### src/rtl/cpu_ctrl_pkg.sv
// Shared definitions for the LEGv8 pipeline control blocks: hazard FSM
// states, the zero-register index and the memory opcodes the main decoder
// and the hazard logic agree on.
package cpu_ctrl_pkg;

   // Hazard controller FSM states. The value 2'd3 is never entered and
   // falls back to RUN if it is ever seen.
   typedef enum logic [1:0] {
      RUN      = 2'd0,
      MEM_WAIT = 2'd1,
      ERROR    = 2'd2
   } hz_state_e;

   // X31 reads as zero and writes are discarded, so it never creates a
   // true data dependence.
   localparam logic [4:0] XZR = 5'd31;

   // D-format memory opcodes (instruction[31:21]).
   localparam logic [10:0] OPC_LDUR = 11'b111_1100_0010;
   localparam logic [10:0] OPC_STUR = 11'b111_1100_0000;

   // Bundle of the pipeline enables the controller produces each cycle.
   typedef struct packed {
      logic pc_write;
      logic pc_src;
      logic ifid_write;
      logic idex_bubble;
      logic flush;
      logic pipe_hold;
   } pipe_ctrl_t;

   // Nothing unusual happening: fetch advances, every register loads.
   localparam pipe_ctrl_t CTRL_IDLE   = '{pc_write: 1'b1, pc_src: 1'b0, ifid_write: 1'b1,
                                          idex_bubble: 1'b0, flush: 1'b0, pipe_hold: 1'b0};
   // Load-use: hold PC and IF/ID, inject one bubble into ID/EX.
   localparam pipe_ctrl_t CTRL_STALL  = '{pc_write: 1'b0, pc_src: 1'b0, ifid_write: 1'b0,
                                          idex_bubble: 1'b1, flush: 1'b0, pipe_hold: 1'b0};
   // Memory not ready (or hung): nothing anywhere moves.
   localparam pipe_ctrl_t CTRL_FREEZE = '{pc_write: 1'b0, pc_src: 1'b0, ifid_write: 1'b0,
                                          idex_bubble: 1'b0, flush: 1'b0, pipe_hold: 1'b1};
   // Taken branch in MEM: redirect fetch and kill the three younger stages.
   localparam pipe_ctrl_t CTRL_FLUSH  = '{pc_write: 1'b1, pc_src: 1'b1, ifid_write: 1'b1,
                                          idex_bubble: 1'b0, flush: 1'b1, pipe_hold: 1'b0};
   // While reset is held the pipe must not fetch or retire anything.
   localparam pipe_ctrl_t CTRL_RESET  = '{pc_write: 1'b0, pc_src: 1'b0, ifid_write: 1'b0,
                                          idex_bubble: 1'b1, flush: 1'b0, pipe_hold: 1'b1};

endpackage

### src/rtl/pipe_hazard_ctrl_load_use.sv
// Load-use comparator: flags an ID instruction that reads the register an
// EX-stage load is about to write. Purely combinational.
module load_use_detect
   import cpu_ctrl_pkg::*;
#(
   parameter int REG_W = 5
) (
   input  logic             id_valid,
   input  logic [REG_W-1:0] id_rn,
   input  logic [REG_W-1:0] id_rb,
   input  logic             id_uses_b,
   input  logic             ex_memread,
   input  logic [REG_W-1:0] ex_rd,
   output logic             hazard
);

   logic rn_match;
   logic rb_match;
   logic rd_real;

   // Compare the load destination against both ID sources; the second
   // operand only counts when the instruction actually reads it, and a
   // load into XZR never produces a value anyone can depend on.
   always_comb begin
      rd_real  = (ex_rd != REG_W'(XZR));
      rn_match = (ex_rd == id_rn);
      rb_match = id_uses_b && (ex_rd == id_rb);
      hazard   = ex_memread && rd_real && id_valid && (rn_match || rb_match);
   end

endmodule

### src/rtl/pipe_hazard_ctrl.sv
// Hazard and stall controller for the five-stage LEGv8 pipeline. Drives
// PC and pipeline-register enables for load-use bubbles, taken-branch
// flushes and data-memory wait states, with a hung-memory watchdog and
// saturating stall/flush performance counters.
module pipe_hazard_ctrl
   import cpu_ctrl_pkg::*;
#(
   parameter int REG_W   = 5,
   parameter int PERF_W  = 32,
   parameter int TIMEOUT = 16
) (
   input  logic              CLK,
   input  logic              RESET,
   input  logic              ID_VALID,
   input  logic [REG_W-1:0]  ID_RN,
   input  logic [REG_W-1:0]  ID_RB,
   input  logic              ID_USES_B,
   input  logic              EX_MEMREAD,
   input  logic [REG_W-1:0]  EX_RD,
   input  logic              MEM_TAKEN,
   input  logic              MEM_REQ,
   input  logic              MEM_READY,
   output logic              PC_WRITE,
   output logic              PC_SRC,
   output logic              IFID_WRITE,
   output logic              IDEX_BUBBLE,
   output logic              FLUSH,
   output logic              PIPE_HOLD,
   output logic [1:0]        STATE,
   output logic              MEM_ERR,
   output logic [PERF_W-1:0] STALL_COUNT,
   output logic [PERF_W-1:0] FLUSH_COUNT
);

   // Wide enough to hold TIMEOUT itself.
   localparam int CW = $clog2(TIMEOUT + 1);

   hz_state_e         state_q;
   hz_state_e         state_d;
   logic [CW-1:0]     wait_q;
   logic [CW-1:0]     wait_d;
   logic [CW-1:0]     wait_inc;
   logic              hazard;
   logic              mem_err_q;
   logic [PERF_W-1:0] stall_q;
   logic [PERF_W-1:0] flush_q;
   pipe_ctrl_t        ctrl;
   logic              run_rules;

   load_use_detect #(
      .REG_W(REG_W)
   ) u_load_use (
      .id_valid  (ID_VALID),
      .id_rn     (ID_RN),
      .id_rb     (ID_RB),
      .id_uses_b (ID_USES_B),
      .ex_memread(EX_MEMREAD),
      .ex_rd     (EX_RD),
      .hazard    (hazard)
   );

   // Next state and pipeline controls. A memory wait that completes this
   // cycle is handled exactly like RUN so a pending load-use still bubbles
   // on the release cycle. Reset overrides everything at the end.
   always_comb begin
      ctrl      = CTRL_IDLE;
      state_d   = state_q;
      wait_d    = wait_q;
      wait_inc  = wait_q + CW'(1);
      run_rules = (state_q == RUN) || ((state_q == MEM_WAIT) && MEM_READY);

      if (run_rules) begin
         state_d = RUN;
         wait_d  = '0;
         if (MEM_TAKEN) begin
            ctrl = CTRL_FLUSH;
         end else if (MEM_REQ && !MEM_READY) begin
            ctrl    = CTRL_FREEZE;
            state_d = MEM_WAIT;
            wait_d  = CW'(1);
         end else if (hazard) begin
            ctrl = CTRL_STALL;
         end
      end else begin
         case (state_q)
            MEM_WAIT: begin
               ctrl   = CTRL_FREEZE;
               wait_d = wait_inc;
               if (wait_inc >= CW'(TIMEOUT)) begin
                  state_d = ERROR;
               end else begin
                  state_d = MEM_WAIT;
               end
            end
            ERROR: begin
               ctrl    = CTRL_FREEZE;
               state_d = ERROR;
            end
            default: begin
               ctrl    = CTRL_IDLE;
               state_d = RUN;
               wait_d  = '0;
            end
         endcase
      end

      if (RESET) begin
         ctrl = CTRL_RESET;
      end
   end

   // FSM state, wait counter and the sticky watchdog flag.
   always_ff @(posedge CLK or posedge RESET) begin
      if (RESET) begin
         state_q   <= RUN;
         wait_q    <= '0;
         mem_err_q <= 1'b0;
      end else begin
         state_q <= state_d;
         wait_q  <= wait_d;
         if (state_d == ERROR) begin
            mem_err_q <= 1'b1;
         end
      end
   end

   // Saturating performance counters. A hung pipe in ERROR is not counted
   // as stall time, so the count stays meaningful after a watchdog trip.
   always_ff @(posedge CLK or posedge RESET) begin
      if (RESET) begin
         stall_q <= '0;
         flush_q <= '0;
      end else begin
         if (!ctrl.pc_write && (state_q != ERROR) && (stall_q != '1)) begin
            stall_q <= stall_q + PERF_W'(1);
         end
         if (ctrl.flush && (flush_q != '1)) begin
            flush_q <= flush_q + PERF_W'(1);
         end
      end
   end

   assign PC_WRITE    = ctrl.pc_write;
   assign PC_SRC      = ctrl.pc_src;
   assign IFID_WRITE  = ctrl.ifid_write;
   assign IDEX_BUBBLE = ctrl.idex_bubble;
   assign FLUSH       = ctrl.flush;
   assign PIPE_HOLD   = ctrl.pipe_hold;
   assign STATE       = state_q;
   assign MEM_ERR     = mem_err_q;
   assign STALL_COUNT = stall_q;
   assign FLUSH_COUNT = flush_q;

endmodule

### config.mk
export PLATFORM = sky130hd
export DESIGN_NAME = pipe_hazard_ctrl
export DESIGN_NICKNAME = d
export VERILOG_FILES = /design/src/rtl/cpu_ctrl_pkg.sv /design/src/rtl/pipe_hazard_ctrl_load_use.sv /design/src/rtl/pipe_hazard_ctrl.sv
export SDC_FILE = /design/constraint.sdc
export NUM_CORES = 1
export LEC_CHECK = 0
export CORE_MARGIN = 2
export CORE_UTILIZATION = 49
export CTS_CLUSTER_SIZE = 25
export DETAILED_ROUTE_END_ITERATION = 8
export PLACE_DENSITY = 0.85
export SLEW_MARGIN = 10
export SYNTH_ARGS = -nofsm -noshare
export SYNTH_HDL_FRONTEND = slang
export SYNTH_SLANG_ARGS = --single-unit
### constraint.sdc
create_clock -name CLK -period 5 [get_ports CLK]
set_input_delay 1.25 -clock CLK [delete_from_list [all_inputs] [get_ports CLK]]
set_output_delay 1.25 -clock CLK [all_outputs]
set_load 0.02 [all_outputs]
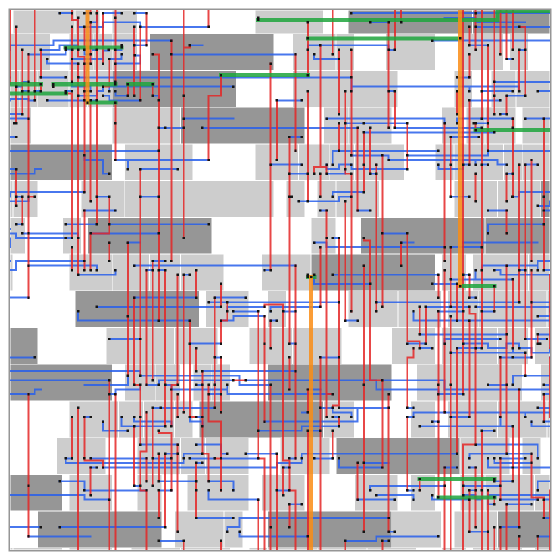
*Close-up of the layout, run 1*
Region (26, 8) to (66, 48) um. Cells in gray, sequential cells in the stronger gray; small squares are vias.
[green] metal 3
[red] metal 2
[orange] metal 4
[blue] metal 1
netlist names of flops here include: STALL_COUNT (14), wait_q (3)
cells with their middle in the window: 119
most frequent: dfrtp_1 (17), xor2_1 (16), nor2_1 (12)
sequential cells in the window: 17

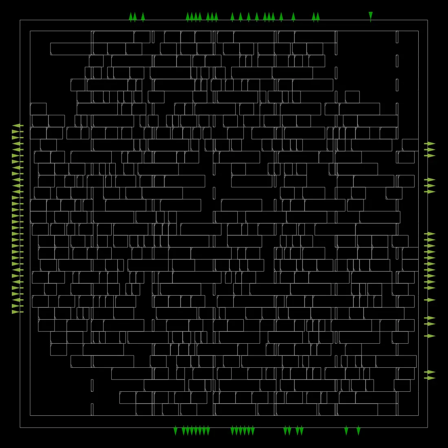
*Placed standard cells, run 1*
Fill cells: 614
# Taps: 102
row count: 32

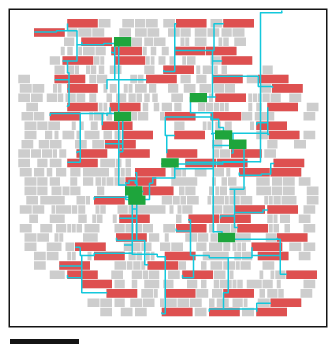
*Clock network drawn from the DEF, run 1*
The bar under the picture is 20 um long.
[green] clock drivers | count: 9
[cyan] clock wires | length: 884 um
[red] flip-flops | count: 72
flops lie: all over the die
routed clock nets: 10
Latency at later pin: 0.34 ns
Clock Skew: 0.0128 ns

run 1: flip-flops by register name, summed over array words and instances, names as in the netlist:
name         flops
STALL_COUNT     32
FLUSH_COUNT     32
STATE            2
wait_q           5
MEM_ERR          1
run 1: critical path: cells and delay by family:
family,cells,cell delay [ns]
simple gates,2,0.22
buf+inv,2,1.19
compound gates,2,0.55
xor+xnor,1,0.15
run 1: metal layers:
| metal | up-vias | wire (um) | track usage [%] |
|---|---|---|---|
| li1 | 1437 | - | - |
| met1 | 1450 | 3570 | 26.1 |
| met2 | 91 | 4090 | 34.6 |
| met3 | 11 | 386 | 4.19 |
| met4 | 0 | 141 | 7.71 |
| met5 | - | 0 | 0 |
run 1: final cells by class:
class | count | area, um2 | share of cell area [%]
clock inverters | 3 | 40.0 | 0.794
multi-input cells | 266 | 1870 | 37.1
clock buffers | 13 | 159 | 3.15
flip-flops and latches | 72 | 1800 | 35.7
well taps | 102 | 128 | 2.53
inverters | 19 | 71.3 | 1.41
repair buffers | 98 | 973 | 19.3
run 1: stage by stage:
stage	std cells	area [um2]	hold slack, ns	util (%)	power [uW]
global placement	557	4840	0.472	63.3	1010
finish	573	5040	0.486	65.9	1470
CTS	573	5040	0.488	65.9	1490
floorplan	365	3810	0.451	-	870
detailed placement	557	4840	0.475	63.3	1020
global route	573	5040	0.502	65.9	1540
run 1: kinds of logic (layout without fill, tap and decap cells):
kind of cell             after synthesis  in the layout  synth area share [%]
multiplexers                           1              1                 0.295
adder cells (fa/ha/maj)                7              7                  2.30
buffers and inverters                 27            133                  3.77
XOR/XNOR                              73             73                  16.8
flip-flops                            72             72                  47.2
AND/OR/NAND/NOR                      166            166                  25.9
AND-OR/OR-AND                         19             19                  3.71
run 1: how the worst max path moves through the flow:
stage	endpoint	slack, ns	cells after the start
after floorplan	IDEX_BUBBLE	0.19	2
after global placement	IDEX_BUBBLE	0.41	7
after detailed placement	IDEX_BUBBLE	0.34	7
after CTS	IDEX_BUBBLE	0.34	7
after global routing	IDEX_BUBBLE	0.20	7
final	IDEX_BUBBLE	0.38	7
run 1: cell usage in the layout (no fill, tap or decap), types with 2 or more instances in the layout:
cell type,netlist,routed
nor3_2,9,9
inv_2,1,2
nand2_1,29,29
clkbuf_1,0,2
and3_2,2,2
nor2_2,3,3
nand3_1,27,27
and2_1,2,2
or3_4,2,2
nand4_1,11,11
xor2_1,42,42
a21oi_2,2,2
xnor2_1,31,31
and3_1,5,5
nand2b_1,3,3
nor4_2,2,2
clkdlybuf4s50_1,0,95
inv_1,18,17
nand4_2,2,2
nor2b_1,2,2
dfrtp_1,72,72
clkinv_2,0,2
buf_4,3,3
nor2_1,32,32
clkbuf_8,0,11
nor4_4,2,2
and4_1,4,4
nor4_1,4,4
nor3_1,15,15
and2_2,2,2
ha_1,7,7
a21oi_1,2,2
o21ai_0,7,7
run 1: power groups by stage:
stage | logic (uW) | registers [uW] | clock network, uW
final | 313 | 696 | 465
after global routing | 342 | 705 | 494
after CTS | 317 | 695 | 475
after detailed placement | 317 | 705 | 0
after global placement | 308 | 700 | 0
after floorplan | 120 | 750 | 0
==> flow_metrics.env, run 1 <==
# physical design summary
export IMPL_routed_wl_um=8190
export IMPL_max_stage_delay_ns=0.66
export IMPL_drive_above_1_share_pct=10.8
export IMPL_route_antenna_remaining_nets=0
export IMPL_dp_hpwl_um=6220
export IMPL_timing_setup_tns_ns=0
export IMPL_overflow=0
export IMPL_die_h_um=92.2
export IMPL_hp_class="reg -> reg"
export IMPL_io_pins=96
export IMPL_routed_via_density=5.22
export IMPL_power_leakage_uw=0.00227
export IMPL_slew_viol_final=0
export IMPL_cts_root_buffer="clkbuf_8"
export IMPL_startpoint="EX_RD[0]"
export IMPL_tool_warnings=29
export IMPL_cts_tree="built"
export IMPL_path_cells="clkdlybuf4s50_1 > xnor2_1 > nand4_1 > o22ai_1 > nand2b_1 > o21ai_0 > clkdlybuf4s50_1"
export IMPL_edf_count=0
export IMPL_max_cap_violations=0
export IMPL_holdBufCountCts=0
export IMPL_cts_sinks=72
export IMPL_finalCriticalPeriod_ns=4.62
export IMPL_status="finished clean"
export IMPL_grt_pass1_wl_um=13900
export IMPL_rr_startpoint="STALL_COUNT[0]"
export IMPL_syn_area_um2=3810
export IMPL_cts_resized=0
export IMPL_gp_congestion=0.809
export IMPL_cts_buffers=9
export IMPL_r2r_end="STALL_COUNT[1]"
export IMPL_antenna_found_initial=0
export IMPL_cts_reportedPaths_clkPinSlew_ns=0.07
export IMPL_grt_max_degree=73
export IMPL_clockBufferDepth=2
export IMPL_swShare_pct=29.5
export IMPL_yosys_top_cells_count="dfrtp_1 (72), xor2_1 (42), nor2_1 (32), xnor2_1 (31), nand2_1 (29)"
export IMPL_tightest_slew_ns=0.883
export IMPL_p_sw_uw=435
export IMPL_cts_setup_buffers=0
export IMPL_synth_cells=365
export IMPL_ff2ff_path_depth=7
export IMPL_intPower_uw=1040
export IMPL_setup_ws_ns=0.380
export IMPL_synthesis_nets=395
--- run 2 (diff from run 1) ---
- CAP_MARGIN: not set -> 20
==> flow_metrics.env, run 2 <==
# physical design summary
export IMPL_status="finished clean"
export IMPL_holdBufCountCts=0
export IMPL_tightest_slew_ns=0.883
export IMPL_edf_count=0
export IMPL_placed_cells=557
export IMPL_fp_utilization_pct=49.9
export IMPL_die_h_um=92.2
export IMPL_avgSynthCellArea_um2=10.5
export IMPL_slew_viol_final=0
export IMPL_design_area_um2=5040
export IMPL_ff2ff_path_depth=7
export IMPL_antenna_found_initial=0
export IMPL_max_slew_margin_pct=41.2
export IMPL_route_antenna_remaining_nets=0
export IMPL_grt_max_degree=73
export IMPL_fillers=614
export IMPL_total_power_uw=1470
export IMPL_tool_warnings=29
export IMPL_finalCriticalPeriod_ns=4.62
export IMPL_skew_ns=0.0128
export IMPL_drive_above_1_share_pct=10.8
export IMPL_rr_startpoint="STALL_COUNT[0]"
export IMPL_cts_tree="built"
export IMPL_cts_sinks=72
export IMPL_overflow=0
export IMPL_cts_resized=0
export IMPL_syn_area_um2=3810
export IMPL_cts_root_buffer="clkbuf_8"
export IMPL_io_pins=96
export IMPL_placed_area_um2=4840
export IMPL_lay_top_cells="clkdlybuf4s50_1 (95), dfrtp_1 (72), xor2_1 (42)"
export IMPL_clockBufferDepth=2
export IMPL_r2r_end="STALL_COUNT[1]"
export IMPL_timing_setup_tns_ns=0
export IMPL_synthesis_nets=395
export IMPL_max_cap_violations=0
export IMPL_cts_setup_buffers=0
export IMPL_layout_top_cell="clkdlybuf4s50_1"
export IMPL_ys_warnings_count=0
export IMPL_grt_pass1_wl_um=13900
export IMPL_synth_cells=365
export IMPL_gp_congestion=0.809
export IMPL_whs_ns=0.486
export IMPL_hp_class="reg -> reg"
export IMPL_dp_hpwl_um=6220
export IMPL_clk_insertion_delay_late_ns=0.34
export IMPL_power_leakage_uw=0.00227
export IMPL_routed_via_density=5.22
export IMPL_cts_buffers=9
export IMPL_yosys_top_cells_count="dfrtp_1 (72), xor2_1 (42), nor2_1 (32), xnor2_1 (31), nand2_1 (29)"
-- run 2: cell counts after synthesis --
No cell type changed its count.
-- run 2: metrics by stage --
step / worst slack (ns) / utilization (%)
2_1_floorplan: 0.185 / -
3_3_place_gp: 0.411 / 63.3
3_5_place_dp: 0.342 / 63.3
4_1_cts: 0.341 / 65.9
5_1_grt: 0.195 / 65.9
6_report: 0.380 / 65.9
-- run 2: how the worst max path moves through the flow --
stage                        start           to  slack, ns  cells after the start
after global routing      EX_RD[0]  IDEX_BUBBLE       0.20                      7
after floorplan              RESET  IDEX_BUBBLE       0.19                      2
final                     EX_RD[0]  IDEX_BUBBLE       0.38                      7
after detailed placement  EX_RD[3]  IDEX_BUBBLE       0.34                      7
after global placement    EX_RD[1]  IDEX_BUBBLE       0.41                      7
after CTS                 EX_RD[3]  IDEX_BUBBLE       0.34                      7
-- run 2: cell families (layout without fill, tap and decap cells) --
logic type	count (synthesis)	count (layout)	share of synthesized area [%]
adder cells (fa/ha/maj)	7	7	2.30
multiplexers	1	1	0.295
AND/OR/NAND/NOR	166	166	25.9
buffers and inverters	27	133	3.77
XOR/XNOR	73	73	16.8
AND-OR/OR-AND	19	19	3.71
flip-flops	72	72	47.2
-- run 2: critical path, cell delays in order --
cell and delay (ns):
clkdlybuf4s50_1 0.53, xnor2_1 0.15, nand4_1 0.11, o22ai_1 0.30, nand2b_1 0.11, o21ai_0 0.25
clkdlybuf4s50_1 0.66
-- run 2: where the power goes --
group | leakage [uW] | switching [uW] | internal [uW]
clock | 0.000103 | 209 | 257
sequential | 0.000940 | 67.0 | 629
combinational | 0.00123 | 159 | 154
-- run 2: metal layers --
metal	share of wire, %	vias up	track usage (%)
met5	0	-	0
met4	1.7	0	7.71
met3	4.7	11	4.19
met2	50	91	34.6
met1	44	1450	26.1
li1	-	1437	-
-- run 2: cell type report --
| cell class | instances | area (um2) | area share, % |
|---|---|---|---|
| clock buffer | 13 | 159 | 3.15 |
| clock inverter | 3 | 40.0 | 0.794 |
| inverter | 19 | 71.3 | 1.41 |
| multi-input combinational | 266 | 1870 | 37.1 |
| sequential | 72 | 1800 | 35.7 |
| tap | 102 | 128 | 2.53 |
| timing repair buffer | 98 | 973 | 19.3 |
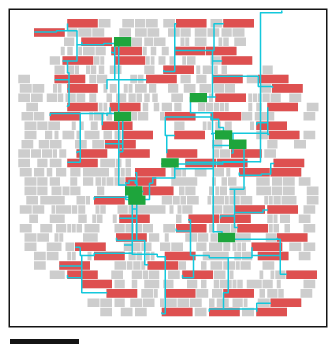
*Clock network drawn from the DEF, run 2*
The bar under the picture is 20 um long.
[green] clock drivers | count: 9
[cyan] clock wires | length: 884 um
[red] flip-flops | count: 72
flops lie: all over the die
Clk. pwr: 465 uW
part of the power in the clock network: 31.6%

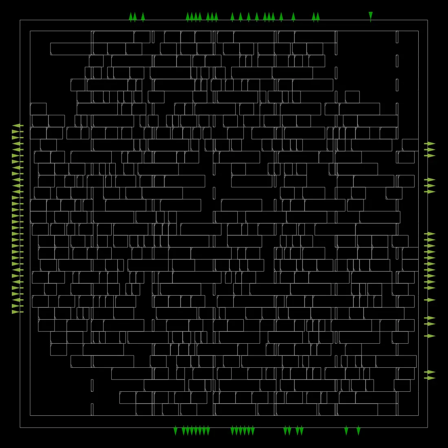
*Placed standard cells, run 2*
Final Core Density: 65.9%
flop count: 72
Core ar.: 7650 um2
sequential share of cell area: 35.7%
fin cells: 573

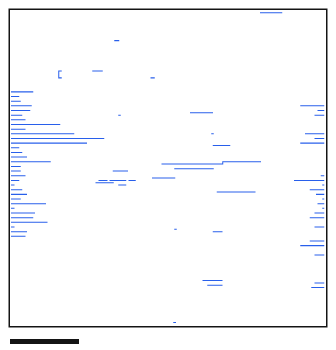
*Signal wires on met3, run 2*
The bar under the picture is 20 um long.
wire length on this layer: 387 um
share of all routed wire: 4.7%
Post-Route WL: 8190 um
met3 Use GR: 4.19%
via count: 2989

Power and IR drop assume default switching activity.
